--- config.mk ---
export PLATFORM = sky130hd
export DESIGN_NAME = dmem_rr_arbiter_flat
export DESIGN_NICKNAME = d
export VERILOG_FILES = /design/src/rtl/dmem_rr_arbiter_if.sv /design/src/rtl/dmem_rr_arbiter.sv /design/src/flat_wrapper.sv
export SDC_FILE = /design/constraint.sdc
export NUM_CORES = 1
export LEC_CHECK = 0
export CAP_MARGIN = 15
export CORE_AREA = 2 2 161 163
export DETAILED_ROUTE_END_ITERATION = 8
export DIE_AREA = 0 0 163 165
export GPL_TIMING_DRIVEN = 0
export PLACE_DENSITY = 0.72
export SYNTH_ARGS = -nofsm -noshare
export SYNTH_HDL_FRONTEND = slang
export SYNTH_SLANG_ARGS = --single-unit
--- constraint.sdc ---
create_clock -name Clk -period 5.1 [get_ports Clk]
set_input_delay 1.02 -clock Clk [delete_from_list [all_inputs] [get_ports Clk]]
set_output_delay 1.02 -clock Clk [all_outputs]
set_load 0.02 [all_outputs]
--- src/rtl/dmem_rr_arbiter_if.sv ---
// Bundle between the core MEM stages, the round-robin arbiter and the data-memory port.
// slave  : arbiter view (takes core commands and read data, drives grants and memory command)
// master : environment view (cores plus data memory)
interface dmem_rr_arbiter_if #(
    parameter int NUM_CORES = 4
);
    logic [NUM_CORES-1:0]    Req;
    logic [NUM_CORES-1:0]    Write;
    logic [NUM_CORES-1:0]    Lock;
    logic [32*NUM_CORES-1:0] Addr;
    logic [32*NUM_CORES-1:0] WData;
    logic [NUM_CORES-1:0]    Grant;
    logic [NUM_CORES-1:0]    RdValid;
    logic [31:0]             RdData;
    logic                    LockErr;
    logic [31:0]             Mem_Address;
    logic [31:0]             Mem_WriteData;
    logic                    Mem_MemWrite;
    logic                    Mem_MemRead;
    logic [31:0]             Mem_ReadData;

    modport slave (
        input  Req, Write, Lock, Addr, WData, Mem_ReadData,
        output Grant, RdValid, RdData, LockErr,
               Mem_Address, Mem_WriteData, Mem_MemWrite, Mem_MemRead
    );

    modport master (
        output Req, Write, Lock, Addr, WData, Mem_ReadData,
        input  Grant, RdValid, RdData, LockErr,
               Mem_Address, Mem_WriteData, Mem_MemWrite, Mem_MemRead
    );
endinterface

--- src/rtl/dmem_rr_arbiter.sv ---
// Round-robin arbiter sharing one data-memory port between NUM_CORES MEM stages.
// One registered command per cycle; load data returns tagged to the winner a cycle later.
// A core may hold a lock for back-to-back grants, bounded by LOCK_TIMEOUT consecutive grants.
module dmem_rr_arbiter #(
    parameter int NUM_CORES    = 4,
    parameter int LOCK_TIMEOUT = 15
) (
    input  logic             Clk,
    input  logic             Reset,
    dmem_rr_arbiter_if.slave bus
);
    localparam int         PTR_W   = (NUM_CORES > 1) ? $clog2(NUM_CORES) : 1;
    localparam logic [0:0] ST_ARB  = 1'b0;
    localparam logic [0:0] ST_LOCK = 1'b1;
    localparam logic [7:0] TIMEOUT = 8'(LOCK_TIMEOUT);

    logic [0:0]           state_q,   state_d;
    logic [PTR_W-1:0]     ptr_q,     ptr_d;
    logic [PTR_W-1:0]     owner_q,   owner_d;
    logic [7:0]           timer_q,   timer_d;
    logic [NUM_CORES-1:0] mask_q,    mask_d;
    logic [NUM_CORES-1:0] grant_q,   grant_d;
    logic [NUM_CORES-1:0] rdvalid_q, rdvalid_d;
    logic [31:0]          rddata_q,  rddata_d;
    logic                 lockerr_q, lockerr_d;
    logic [31:0]          addr_q,    addr_d;
    logic [31:0]          wdata_q,   wdata_d;
    logic                 mwrite_q,  mwrite_d;
    logic                 mread_q,   mread_d;

    logic [NUM_CORES-1:0] eligible;
    logic                 found;
    logic [PTR_W-1:0]     win;
    logic                 gnt;
    logic [PTR_W-1:0]     gidx;

    // First eligible requester at or after the pointer, wrapping past the last core
    always_comb begin
        int idx;
        idx      = 0;
        eligible = bus.Req & ~mask_q;
        found    = 1'b0;
        win      = '0;
        for (int k = 0; k < NUM_CORES; k++) begin
            idx = int'(ptr_q) + k;
            if (idx >= NUM_CORES) idx = idx - NUM_CORES;
            if (!found && eligible[PTR_W'(idx)]) begin
                found = 1'b1;
                win   = PTR_W'(idx);
            end
        end
    end

    // Arbitration / lock sequencing plus the next memory command and read return
    always_comb begin
        state_d   = state_q;
        ptr_d     = ptr_q;
        owner_d   = owner_q;
        timer_d   = timer_q;
        lockerr_d = 1'b0;
        grant_d   = '0;
        mask_d    = '0;
        gnt       = 1'b0;
        gidx      = win;
        case (state_q)
            ST_ARB: begin
                if (found) begin
                    gnt   = 1'b1;
                    gidx  = win;
                    ptr_d = (win == PTR_W'(NUM_CORES - 1)) ? '0 : win + PTR_W'(1);
                    if (bus.Lock[win]) begin
                        state_d = ST_LOCK;
                        owner_d = win;
                        timer_d = 8'd1;
                    end
                end
            end
            default: begin
                if (timer_q == TIMEOUT) begin
                    // forced release: owner sits out the next arbitration edge
                    lockerr_d       = 1'b1;
                    state_d         = ST_ARB;
                    timer_d         = 8'd0;
                    mask_d[owner_q] = 1'b1;
                end else if (bus.Req[owner_q]) begin
                    gnt  = 1'b1;
                    gidx = owner_q;
                    if (bus.Lock[owner_q]) begin
                        timer_d = timer_q + 8'd1;
                    end else begin
                        state_d = ST_ARB;
                        timer_d = 8'd0;
                    end
                end else begin
                    state_d = ST_ARB;
                    timer_d = 8'd0;
                end
            end
        endcase
        if (gnt) grant_d[gidx] = 1'b1;
        mask_d = mask_d | grant_d;

        addr_d   = addr_q;
        wdata_d  = wdata_q;
        mwrite_d = 1'b0;
        mread_d  = 1'b0;
        if (gnt) begin
            addr_d   = bus.Addr[32*gidx +: 32];
            mwrite_d = bus.Write[gidx];
            mread_d  = ~bus.Write[gidx];
            wdata_d  = bus.Write[gidx] ? bus.WData[32*gidx +: 32] : 32'd0;
        end

        rdvalid_d = mread_q ? grant_q : '0;
        rddata_d  = mread_q ? bus.Mem_ReadData : rddata_q;
    end

    // State, command and read-return registers; reset also drops any in-flight load
    always_ff @(posedge Clk or negedge Reset) begin
        if (!Reset) begin
            state_q   <= ST_ARB;
            ptr_q     <= '0;
            owner_q   <= '0;
            timer_q   <= 8'd0;
            mask_q    <= '0;
            grant_q   <= '0;
            rdvalid_q <= '0;
            rddata_q  <= 32'd0;
            lockerr_q <= 1'b0;
            addr_q    <= 32'd0;
            wdata_q   <= 32'd0;
            mwrite_q  <= 1'b0;
            mread_q   <= 1'b0;
        end else begin
            state_q   <= state_d;
            ptr_q     <= ptr_d;
            owner_q   <= owner_d;
            timer_q   <= timer_d;
            mask_q    <= mask_d;
            grant_q   <= grant_d;
            rdvalid_q <= rdvalid_d;
            rddata_q  <= rddata_d;
            lockerr_q <= lockerr_d;
            addr_q    <= addr_d;
            wdata_q   <= wdata_d;
            mwrite_q  <= mwrite_d;
            mread_q   <= mread_d;
        end
    end

    assign bus.Grant         = grant_q;
    assign bus.RdValid       = rdvalid_q;
    assign bus.RdData        = rddata_q;
    assign bus.LockErr       = lockerr_q;
    assign bus.Mem_Address   = addr_q;
    assign bus.Mem_WriteData = wdata_q;
    assign bus.Mem_MemWrite  = mwrite_q;
    assign bus.Mem_MemRead   = mread_q;
endmodule

--- src/flat_wrapper.sv ---
// flat-port wrapper written by rule: the top's interface ports become plain ports
module dmem_rr_arbiter_flat 
#(
    parameter int NUM_CORES    = 4,
    parameter int LOCK_TIMEOUT = 15
)
  (Clk, Reset, bus_Req, bus_Write, bus_Lock, bus_Addr, bus_WData, bus_Mem_ReadData, bus_Grant, bus_RdValid, bus_RdData, bus_LockErr, bus_Mem_Address, bus_Mem_WriteData, bus_Mem_MemWrite, bus_Mem_MemRead);
  dmem_rr_arbiter_if #(.NUM_CORES(NUM_CORES)) bus_i ();
  input  logic Clk;
  input  logic Reset;
  input wire logic [$bits(bus_i.Req)-1:0] bus_Req;
  input wire logic [$bits(bus_i.Write)-1:0] bus_Write;
  input wire logic [$bits(bus_i.Lock)-1:0] bus_Lock;
  input wire logic [$bits(bus_i.Addr)-1:0] bus_Addr;
  input wire logic [$bits(bus_i.WData)-1:0] bus_WData;
  input wire logic [$bits(bus_i.Mem_ReadData)-1:0] bus_Mem_ReadData;
  output wire logic [$bits(bus_i.Grant)-1:0] bus_Grant;
  output wire logic [$bits(bus_i.RdValid)-1:0] bus_RdValid;
  output wire logic [$bits(bus_i.RdData)-1:0] bus_RdData;
  output wire logic [$bits(bus_i.LockErr)-1:0] bus_LockErr;
  output wire logic [$bits(bus_i.Mem_Address)-1:0] bus_Mem_Address;
  output wire logic [$bits(bus_i.Mem_WriteData)-1:0] bus_Mem_WriteData;
  output wire logic [$bits(bus_i.Mem_MemWrite)-1:0] bus_Mem_MemWrite;
  output wire logic [$bits(bus_i.Mem_MemRead)-1:0] bus_Mem_MemRead;
  assign bus_i.Req = bus_Req;
  assign bus_i.Write = bus_Write;
  assign bus_i.Lock = bus_Lock;
  assign bus_i.Addr = bus_Addr;
  assign bus_i.WData = bus_WData;
  assign bus_i.Mem_ReadData = bus_Mem_ReadData;
  assign bus_Grant = bus_i.Grant;
  assign bus_RdValid = bus_i.RdValid;
  assign bus_RdData = bus_i.RdData;
  assign bus_LockErr = bus_i.LockErr;
  assign bus_Mem_Address = bus_i.Mem_Address;
  assign bus_Mem_WriteData = bus_i.Mem_WriteData;
  assign bus_Mem_MemWrite = bus_i.Mem_MemWrite;
  assign bus_Mem_MemRead = bus_i.Mem_MemRead;
  dmem_rr_arbiter #(.NUM_CORES(NUM_CORES), .LOCK_TIMEOUT(LOCK_TIMEOUT)) u_core (.Clk(Clk), .Reset(Reset), .bus(bus_i));
endmodule
==> images/port_trees.png <==
Scale bar: 50 um.
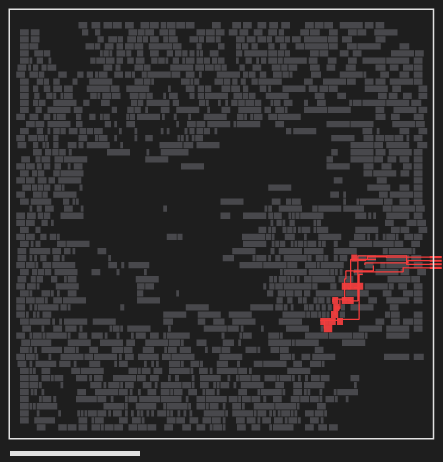
port	colour	direction	end cells	buffers	wire
bus_Req	red	input	11	4	243 um
IO Pins: 409
Port Buffer Count: 408

==> images/m1.png <==
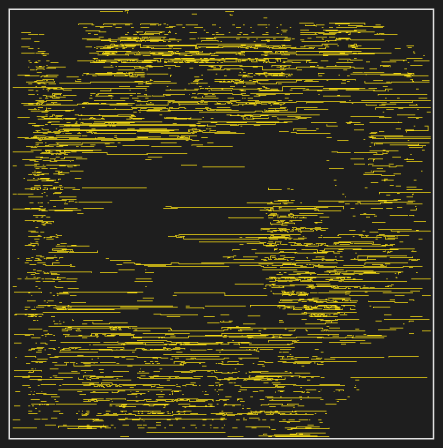
wire length on this layer	11300 um
main direction	horizontal
share of all routed wire	40%

==> impl_metrics.csv <==
group,metric,value,unit
run_status,status,"completed",
final_layout,logic_gate_count,429,
logic_synthesis,top_area_cell,"dfrtp_1",
clock_network,post_cts_buffers,0,
global_routing,grt_max_degree,90,
final_layout,seq_cell_count,124,
route,drt-wirelength-per-cell,18.6,um
power,peakVddDrop,0.248,mV
clock_network,clk_pin_slew_worst_paths,0.06,ns
route,vias,7411,
logic_synthesis,synth-seq-area-share,41.7,%
timing,finalClockSkew,0.0106,ns
critical_path,crit_fanout,10,
die,core,25000,sq um
global_routing,top_usage_layer,"met2",
route,drt_iter0_markers,394,
critical_path,crit_buf_inv,3,
global_routing,grt_usage,20.4,%
logic_synthesis,ys_async_sr_fraction,100,%
route,drc,0,
flow_run,tool_warnings,26,
route,postRouteAntennaNets,0,
logic_synthesis,topCombFamilyByArea,"AND-OR/OR-AND gates",
logic_synthesis,topCellsByArea,"dfrtp_1 (42%), mux4_2 (11%), inv_1 (7.0%), a211oi_1 (6.4%), and3_1 (5.5%)",
critical_path,crit_chain,"clkdlybuf4s50_1, nor2b_1, a21oi_1, a21oi_1, a21o_1, clkbuf_1, buf_1, mux4_2, o31ai_2",
flow_run,maxCapViolCount,0,
timing,fmax,225,MHz
critical_path,crit_path_end,"u_core.bus.Mem_WriteData[27]",
logic_synthesis,syn-num-nets,1054,
final_layout,logic_area,3570,sq um
place,placed_area,12000,sq um
global_routing,grt_first_pass_wirelength,41200,um
power,switching_share,43.4,%
final_layout,layout.cells.most_common,"clkdlybuf4s50_1",
die,row_count,58,
power,top_power_group,"combinational cells",
route,drt-total-wl,28300,um
power,power.switching,0.00334,W
global_routing,grtUsageMet3,5.20,%
power,clk-power,0.00127,W
timing,hold_viol,0,
logic_synthesis,ys_sh_adder,0.168,%
final_layout,nNonClkBuffers,468,
timing,timing.final.crit_period,4.44,ns
power,leakage,5.54,nW
critical_path,crit_family,"buffers and inverters",
logic_synthesis,yosys.area_share.simple,13.6,%
critical_path,endpoint_kind,"flop",
die,chip_area,26900,sq um
timing,slew_violations,0,
die,taps,330,
critical_path,crit_cells,9,
global_routing,grt_remaining_overflow,0,
hold_path,min_path_cells,2,
global_routing,grt_pass1_vias,7495,
timing,min_period_over_period,87.0,%
logic_synthesis,ys_sh_xor,0.235,%
final_layout,largest_class,"buffers",
power,p_seq_share,21.8,%
clock_network,root_buffer,"clkbuf_16",
final_layout,fill_cells,2323,
place,gp_congestion,0.895,
route,routed-wl-met3,1920,um
route,wl_met2,14000,um
die,die_h,165,um
route,dr.pass1.iters,5,
timing,rsz0062_at_grt,"false",
final_layout,clkbuf_count,17,
timing,slew-limit-headroom,29.0,%
route,viasPerCell,4.86,
clock_network,cts_sinks,124,
==> images/ff_map.png <==
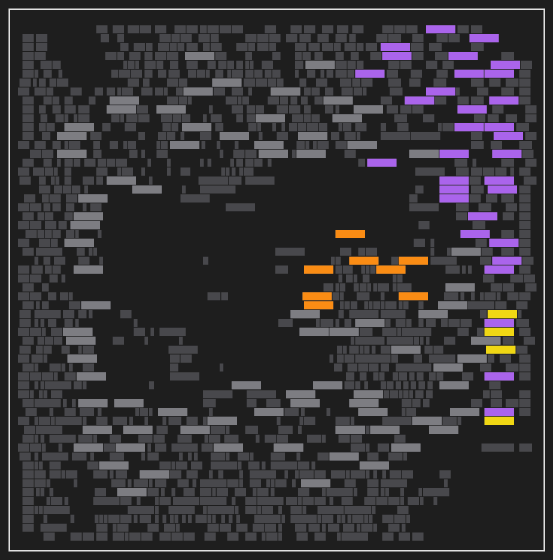
netlist name	colour	flops
u_core.bus.RdData	purple	32
u_core.timer_q	orange	8
u_core.bus.RdValid	yellow	4
not coloured	80
sequential fraction of total cell area: 24.6%
Flop area: 3100 sq um
Final Util: 50.3%
Seq. pwr: 0.00168 W

No activity file was given, so power comes from the tool's default toggle rates.
